Run 1, clock nets:
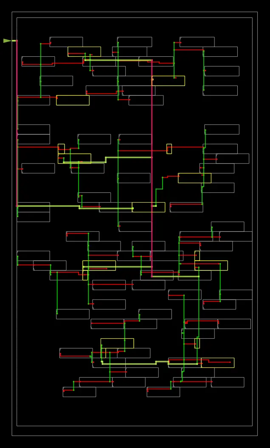
Run 1, M3 wires:
Drawn at 4 px/micron. Cells faint in the background.
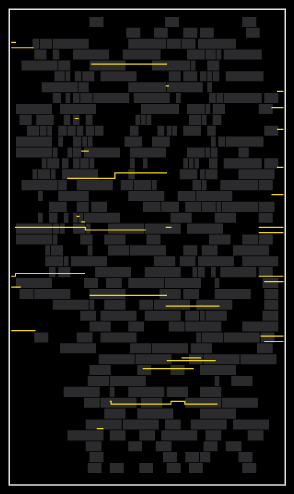
Run 1, cells colored by class:
Drawn at 3 px/micron.
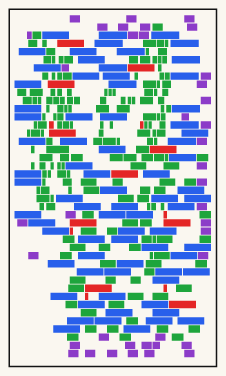
`config.mk`:
```
export PLATFORM = sky130hd
export DESIGN_NAME = display_scan_ctrl_flat
export DESIGN_NICKNAME = d
export VERILOG_FILES = /design/src/rtl/display_scan_if.sv /design/src/rtl/display_scan_ctrl.sv /design/src/flat_wrapper.sv
export SDC_FILE = /design/constraint.sdc
export NUM_CORES = 1
export LEC_CHECK = 0
export CORE_ASPECT_RATIO = 1.75
export CORE_UTILIZATION = 43
export CTS_BUF_LIST = sky130_fd_sc_hd__clkbuf_16
export CTS_CLUSTER_DIAMETER = 100
export CTS_CLUSTER_SIZE = 14
export DETAILED_ROUTE_END_ITERATION = 16
export SLEW_MARGIN = 20
export SYNTH_ARGS = -nofsm -noshare
export SYNTH_HDL_FRONTEND = slang
export SYNTH_SLANG_ARGS = --single-unit
```
`constraint.sdc`:
```
create_clock -name CLK -period 3.7 [get_ports CLK]
set_input_delay 0.74 -clock CLK [delete_from_list [all_inputs] [get_ports CLK]]
set_output_delay 0.74 -clock CLK [all_outputs]
set_load 0.02 [all_outputs]
```
`src/rtl/display_scan_if.sv`:
```
// Signal bundle between the robot core (master) and the 7-segment scan controller (slave).
// LOAD is a one-cycle strobe with no ready; the controller accepts it in any cycle.
interface display_scan_if;
    logic        ERRO;
    logic        LOAD;
    logic [15:0] VALUE;
    logic [3:0]  DP_IN;
    logic        D1, D2, D3, D4;
    logic        SEG_A, SEG_B, SEG_C, SEG_D, SEG_E, SEG_F, SEG_G, SEG_P;
    logic        FRAME;

    modport master (
        output ERRO, LOAD, VALUE, DP_IN,
        input  D1, D2, D3, D4,
        input  SEG_A, SEG_B, SEG_C, SEG_D, SEG_E, SEG_F, SEG_G, SEG_P,
        input  FRAME
    );

    modport slave (
        input  ERRO, LOAD, VALUE, DP_IN,
        output D1, D2, D3, D4,
        output SEG_A, SEG_B, SEG_C, SEG_D, SEG_E, SEG_F, SEG_G, SEG_P,
        output FRAME
    );
endinterface

```
`src/rtl/display_scan_ctrl.sv`:
```
// 4-digit common-anode 7-segment scan controller with frame-aligned value/error updates.
// Optional macro DISP_BLINK_ERR_EN makes the error "E" blink every BLINK_FRAMES frames.
module display_scan_ctrl #(
    parameter int PRESCALE     = 50000,
    parameter int BLANK_CYC    = 2,
    parameter int BLINK_FRAMES = 64
) (
    input  logic          CLK,
    input  logic          RST_N,
    display_scan_if.slave bus
);
    localparam int CW = $clog2(PRESCALE);

    if (PRESCALE < 4 || BLANK_CYC < 1 || BLANK_CYC > PRESCALE - 2 || BLINK_FRAMES < 1) begin : g_bad_cfg
        $error("display_scan_ctrl: illegal parameter set");
    end

    logic [CW-1:0] cnt_q, cnt_d;
    logic [1:0]    idx_q, idx_d;
    logic [19:0]   pend_q, pend_d;
    logic [19:0]   shad_q, shad_d;
    logic          erro_s1_q, erro_s2_q;
    logic          err_q, err_d;
    logic [3:0]    dig_q, dig_d;
    logic [6:0]    seg_q, seg_d;
    logic          segp_q, segp_d;
    logic          frame_q, frame_d;

    logic          slot_end;
    logic          frame_start;
    logic [3:0]    nib;
    logic          dp_bit;
    logic          dig_en;
    logic          err_vis;

    // Active-high {g,f,e,d,c,b,a}
    function automatic logic [6:0] hex7(input logic [3:0] n);
        case (n)
            4'h0: hex7 = 7'h3F;
            4'h1: hex7 = 7'h06;
            4'h2: hex7 = 7'h5B;
            4'h3: hex7 = 7'h4F;
            4'h4: hex7 = 7'h66;
            4'h5: hex7 = 7'h6D;
            4'h6: hex7 = 7'h7D;
            4'h7: hex7 = 7'h07;
            4'h8: hex7 = 7'h7F;
            4'h9: hex7 = 7'h6F;
            4'hA: hex7 = 7'h77;
            4'hB: hex7 = 7'h7C;
            4'hC: hex7 = 7'h39;
            4'hD: hex7 = 7'h5E;
            4'hE: hex7 = 7'h79;
            default: hex7 = 7'h71;
        endcase
    endfunction

    always_comb begin
        slot_end    = (cnt_q == CW'(PRESCALE - 1));
        frame_start = slot_end && (idx_q == 2'd3);
        cnt_d       = slot_end ? '0 : cnt_q + 1'b1;
        idx_d       = slot_end ? idx_q + 2'd1 : idx_q;
        // pend_d already carries a coincident LOAD, so it wins at frame start
        pend_d      = bus.LOAD ? {bus.VALUE, bus.DP_IN} : pend_q;
        shad_d      = frame_start ? pend_d : shad_q;
        err_d       = frame_start ? erro_s2_q : err_q;
        frame_d     = frame_start;

        nib    = 4'h0;
        dp_bit = 1'b0;
        case (idx_q)
            2'd0: begin nib = shad_q[19:16]; dp_bit = shad_q[3]; end
            2'd1: begin nib = shad_q[15:12]; dp_bit = shad_q[2]; end
            2'd2: begin nib = shad_q[11:8];  dp_bit = shad_q[1]; end
            default: begin nib = shad_q[7:4]; dp_bit = shad_q[0]; end
        endcase

        dig_en = 1'b1;
        seg_d  = ~hex7(nib);
        segp_d = ~dp_bit;
        if (err_q) begin
            if (idx_q == 2'd0) begin
                seg_d  = ~7'h79;
                segp_d = 1'b1;
                dig_en = err_vis;
            end else begin
                seg_d  = 7'h7F;
                segp_d = 1'b1;
                dig_en = 1'b0;
            end
        end

        // Segments change while all digits are blanked, so no ghosting across slots
        dig_d = (dig_en && (cnt_q >= CW'(BLANK_CYC))) ? ~(4'b1000 >> idx_q) : 4'b1111;
    end

    always_ff @(posedge CLK or negedge RST_N) begin
        if (!RST_N) begin
            cnt_q     <= '0;
            idx_q     <= 2'd0;
            pend_q    <= '0;
            shad_q    <= '0;
            erro_s1_q <= 1'b0;
            erro_s2_q <= 1'b0;
            err_q     <= 1'b0;
            dig_q     <= 4'b1111;
            seg_q     <= 7'h7F;
            segp_q    <= 1'b1;
            frame_q   <= 1'b0;
        end else begin
            cnt_q     <= cnt_d;
            idx_q     <= idx_d;
            pend_q    <= pend_d;
            shad_q    <= shad_d;
            erro_s1_q <= bus.ERRO;
            erro_s2_q <= erro_s1_q;
            err_q     <= err_d;
            dig_q     <= dig_d;
            seg_q     <= seg_d;
            segp_q    <= segp_d;
            frame_q   <= frame_d;
        end
    end

`ifdef DISP_BLINK_ERR_EN
    localparam int BW = (BLINK_FRAMES > 1) ? $clog2(BLINK_FRAMES) : 1;

    logic [BW-1:0] blink_cnt_q, blink_cnt_d;
    logic          blink_dark_q, blink_dark_d;

    // Restarts on entry (err_q still low) so the first error phase is visible
    always_comb begin
        blink_cnt_d  = blink_cnt_q;
        blink_dark_d = blink_dark_q;
        if (frame_start) begin
            if (!(err_q && erro_s2_q)) begin
                blink_cnt_d  = '0;
                blink_dark_d = 1'b0;
            end else if (blink_cnt_q == BW'(BLINK_FRAMES - 1)) begin
                blink_cnt_d  = '0;
                blink_dark_d = ~blink_dark_q;
            end else begin
                blink_cnt_d  = blink_cnt_q + 1'b1;
            end
        end
    end

    always_ff @(posedge CLK or negedge RST_N) begin
        if (!RST_N) begin
            blink_cnt_q  <= '0;
            blink_dark_q <= 1'b0;
        end else begin
            blink_cnt_q  <= blink_cnt_d;
            blink_dark_q <= blink_dark_d;
        end
    end

    assign err_vis = ~blink_dark_q;
`else
    assign err_vis = 1'b1;
`endif

    assign bus.D1    = dig_q[3];
    assign bus.D2    = dig_q[2];
    assign bus.D3    = dig_q[1];
    assign bus.D4    = dig_q[0];
    assign bus.SEG_A = seg_q[0];
    assign bus.SEG_B = seg_q[1];
    assign bus.SEG_C = seg_q[2];
    assign bus.SEG_D = seg_q[3];
    assign bus.SEG_E = seg_q[4];
    assign bus.SEG_F = seg_q[5];
    assign bus.SEG_G = seg_q[6];
    assign bus.SEG_P = segp_q;
    assign bus.FRAME = frame_q;
endmodule

```
`src/flat_wrapper.sv`:
```
// flat-port wrapper written by rule: the top's interface ports become plain ports
module display_scan_ctrl_flat 
#(
    parameter int PRESCALE     = 50000,
    parameter int BLANK_CYC    = 2,
    parameter int BLINK_FRAMES = 64
)
  (CLK, RST_N, bus_ERRO, bus_LOAD, bus_VALUE, bus_DP_IN, bus_D1, bus_D2, bus_D3, bus_D4, bus_SEG_A, bus_SEG_B, bus_SEG_C, bus_SEG_D, bus_SEG_E, bus_SEG_F, bus_SEG_G, bus_SEG_P, bus_FRAME);
  display_scan_if bus_i ();
  input  logic CLK;
  input  logic RST_N;
  input wire logic [$bits(bus_i.ERRO)-1:0] bus_ERRO;
  input wire logic [$bits(bus_i.LOAD)-1:0] bus_LOAD;
  input wire logic [$bits(bus_i.VALUE)-1:0] bus_VALUE;
  input wire logic [$bits(bus_i.DP_IN)-1:0] bus_DP_IN;
  output wire logic [$bits(bus_i.D1)-1:0] bus_D1;
  output wire logic [$bits(bus_i.D2)-1:0] bus_D2;
  output wire logic [$bits(bus_i.D3)-1:0] bus_D3;
  output wire logic [$bits(bus_i.D4)-1:0] bus_D4;
  output wire logic [$bits(bus_i.SEG_A)-1:0] bus_SEG_A;
  output wire logic [$bits(bus_i.SEG_B)-1:0] bus_SEG_B;
  output wire logic [$bits(bus_i.SEG_C)-1:0] bus_SEG_C;
  output wire logic [$bits(bus_i.SEG_D)-1:0] bus_SEG_D;
  output wire logic [$bits(bus_i.SEG_E)-1:0] bus_SEG_E;
  output wire logic [$bits(bus_i.SEG_F)-1:0] bus_SEG_F;
  output wire logic [$bits(bus_i.SEG_G)-1:0] bus_SEG_G;
  output wire logic [$bits(bus_i.SEG_P)-1:0] bus_SEG_P;
  output wire logic [$bits(bus_i.FRAME)-1:0] bus_FRAME;
  assign bus_i.ERRO = bus_ERRO;
  assign bus_i.LOAD = bus_LOAD;
  assign bus_i.VALUE = bus_VALUE;
  assign bus_i.DP_IN = bus_DP_IN;
  assign bus_D1 = bus_i.D1;
  assign bus_D2 = bus_i.D2;
  assign bus_D3 = bus_i.D3;
  assign bus_D4 = bus_i.D4;
  assign bus_SEG_A = bus_i.SEG_A;
  assign bus_SEG_B = bus_i.SEG_B;
  assign bus_SEG_C = bus_i.SEG_C;
  assign bus_SEG_D = bus_i.SEG_D;
  assign bus_SEG_E = bus_i.SEG_E;
  assign bus_SEG_F = bus_i.SEG_F;
  assign bus_SEG_G = bus_i.SEG_G;
  assign bus_SEG_P = bus_i.SEG_P;
  assign bus_FRAME = bus_i.FRAME;
  display_scan_ctrl #(.PRESCALE(PRESCALE), .BLANK_CYC(BLANK_CYC), .BLINK_FRAMES(BLINK_FRAMES)) u_core (.CLK(CLK), .RST_N(RST_N), .bus(bus_i));
endmodule
```
==> flow_metrics.tcl, run 1 <==
# yosys + openroad results
set metrics [dict create \
    status "finished clean" \
    ys_ff 74 \
    grt_usage_pct 18.0 \
    yosys_warnings 0 \
    p_total_w 0.00181 \
    fmax_ghz 0.387 \
    top_area_cell "dfrtp_1" \
    pin_count 37 \
    fa_ha_area_share_pct 4.87 \
    n_multi_input_combinational_cell 162 \
    tns_ns 0 \
    overflow 0 \
    syn_nets 292 \
    die.size.y_microns 119 \
    combAreaFraction_pct 34.1 \
    p_switching_w 0.000389 \
    cp.depth 7 \
    dominant_cells "flip-flops and latches" \
    startpoint "u_core.idx_q[0]$_DFFE_PN0N_" \
    crit_family "multiplexers" \
    globalRouteMet2Util_pct 29.0 \
    highest_layer "met4" \
    cts_root_buf "clkbuf_16" \
    ys_top_logic_family "multiplexers" \
    reg_top3 "u_core.pend_q (20), u_core.shad_q (20), u_core.cnt_q (16)" \
    fin_cells 392 \
    place.gp.congestion 0.837 \
    buf_share_pct 9.30 \
    comb_power_share_pct 8.2 \
    post_cts_buffers 0 \
    logic_area_sq_mm 0.00139 \
    drv_cap 0 \
    slew-limit-headroom_pct 27.6 \
    drc 0 \
    synth_chip_area_sq_mm 0.00334 \
    total_leakage_power_nw 1.90 \
    ys_seq_share_pct 55.9 \
    fillCellCount 641 \
    critPathBufInv 1 \
    clock_buffers 10 \
    synth_area_sq_mm 0.00334 \
    grt_pass1_wl_microns 10400 \
    crit_end "u_core.seg_q[3]$_DFF_PN1_" \
    crit_type "reg2reg" \
    cp_cell_sequence "inv_1 > ha_1 > a222oi_1 > mux2i_1 > and2_1 > nor3_1 > a221oi_1" \
    synthAoiAreaFrac_pct 3.97 \
    seq_area_sq_mm 0.00187 \
    io_buffers 36 \
    grt_busiest_layer "met2" \
    pwr-share-seq_pct 48.2 \
    drtIter0Drc 137 \
    ys_sh_simple_pct 10.5 \
    cp.required_ns 3.93 \
    r2r_end "u_core.seg_q[3]$_DFF_PN1_" \
    p_sw_share_pct 21.5 \
    pg_seq_w 0.000871 \
    synth_top_cell_by_count "dfrtp_1" \
    ys_sh_mux_pct 18.2 \
    worst_slew_pin_slew_ns 1.06 \
    xor_share_pct 3.93 \
    synth_top_area_share_pct 46.5 \
    rsz0062_at_grt "false" \
    ff2ff_path_depth 7 \
    htreeDepth 3 \
    power.density_mw_per_mm2 445 \
    finalSetupViolations 0 \
    cts_tree "built" \
    peakVddDrop_mv 0.262 \
    chip_area_sq_mm 0.00814 \
    dp_cells 376 \
    lay_top_cells "62 x dfrtp_1, 35 x clkdlybuf4s50_1, 23 x mux2_2, 20 x mux2_4, 19 x nor2_1" \
    numCtsBuffers 9 \
    synthTopCellsByCount "62 x dfrtp_1, 23 x mux2_2, 20 x mux2_4, 19 x nor2_1, 17 x nand2_1" \
    top_power_group "sequential cells" \
    cts.clk_slew.worst_paths_ns 0.05 \
]
## Picture notes: 'clock nets'
Sink Count: 74
Latency at later pin: 0.33 ns

## Picture notes: 'M3 wires'
share of all routed wire: 3.9%
nets with wire on the layer: 23

## Picture notes: 'cells colored by class'
| class | color | cells |
|---|---|---|
| clock drivers and dummy loads | red | 16 |
| sequential cells | blue | 74 |
| combinational and other logic | green | 175 |
| remaining buffers and delay cells | purple | 39 |
total core area: 0.00751 sq mm
# rows: 42
final core utilization: 54.1%
Seq/total area: 45.9%
final instance area: 0.00406 sq mm

## Run 2: what changed since run 1
PLACE_DENSITY = 0.66   (was not set)
clock period = 2.3 ns   (was 3.7 ns; I/O delays follow)
==> run 2 against run 1 <==
  * Critical path depth increased by 1
  * Non-clock buffer count rose by 7
  * Synthesized cell count did not move
  * Hold slack worse by 0.20 ns
  * Utilization increased by 1.9 points
  * Global-route usage barely moved
  * Design area increased by 3.6%
  * Setup slack got worse by 0.97 ns
  * Clock power is 81% higher
  * Clock skew barely moved
  * Largest cell class unchanged
==> flow_metrics.tcl, run 2 <==
# yosys + openroad results
set metrics [dict create \
    cts_tree "built" \
    overflow 0 \
    rows 42 \
    cp.required_ns 2.54 \
    tns_ns 0 \
    core_sq_mm 0.00751 \
    chip_area_sq_mm 0.00814 \
    dp_cells 379 \
    drtIter0Drc 170 \
    top_area_cell "dfrtp_1" \
    worst_slew_pin_slew_ns 0.543 \
    p_total_w 0.00309 \
    fin_cells 399 \
    startpoint "u_core.idx_q[0]$_DFFE_PN0N_" \
    pg_seq_w 0.00140 \
    grt_usage_pct 17.9 \
    buf_share_pct 10.8 \
    logic_area_sq_mm 0.00142 \
    clk_latency_ns 0.33 \
    yosys_warnings 0 \
    lay_top_cells "62 x dfrtp_1, 35 x clkdlybuf4s50_1, 22 x mux2_2, 21 x mux2_4, 19 x nor2_1" \
    status "finished clean" \
    drv_cap 0 \
    io_buffers 36 \
    total_leakage_power_nw 1.96 \
    utilization_pct 56.0 \
    n_multi_input_combinational_cell 162 \
    power.density_mw_per_mm2 735 \
    place.gp.congestion 0.783 \
    synthAoiAreaFrac_pct 3.97 \
    critPathBufInv 1 \
    ff2ff_path_depth 8 \
    pin_count 37 \
    seq_share_pct 44.4 \
    die.size.y_microns 119 \
    finalSetupViolations 0 \
]
Run 2, M3 wires:
Drawn at 4 px/micron. Cells faint in the background.
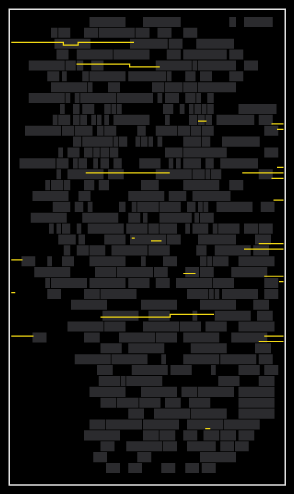
nets with wire on the layer: 20
share of all routed wire: 2.7%
wire length on this layer: 170 microns
longest straight run: 20.7 microns
main direction: horizontal
DRT Wirelength: 6250 microns
Via Count: 2082
M3 GR Usage: 5.31%

Run 2, clock wires, drivers and flops:
Drawn at 4 px/micron.
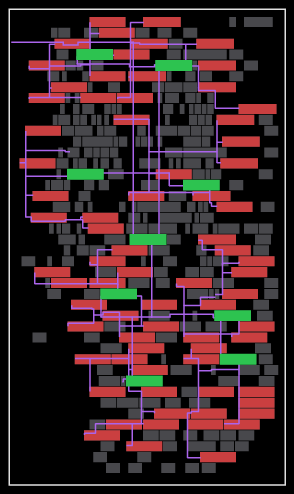
[clock drivers] green | count: 9
[clock wires] purple | length: 874 microns
[flip-flops] red | count: 74
routed clock nets: 10
flops lie: spread over the die

Run 2, clock nets:
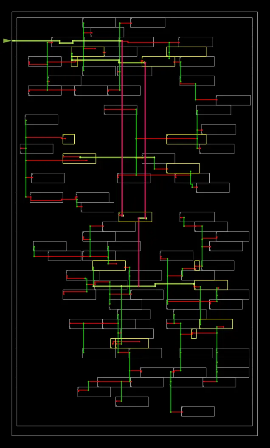
CTS buffer count: 9
clk_skew: 0.00406 ns

Power and IR drop assume default switching activity.
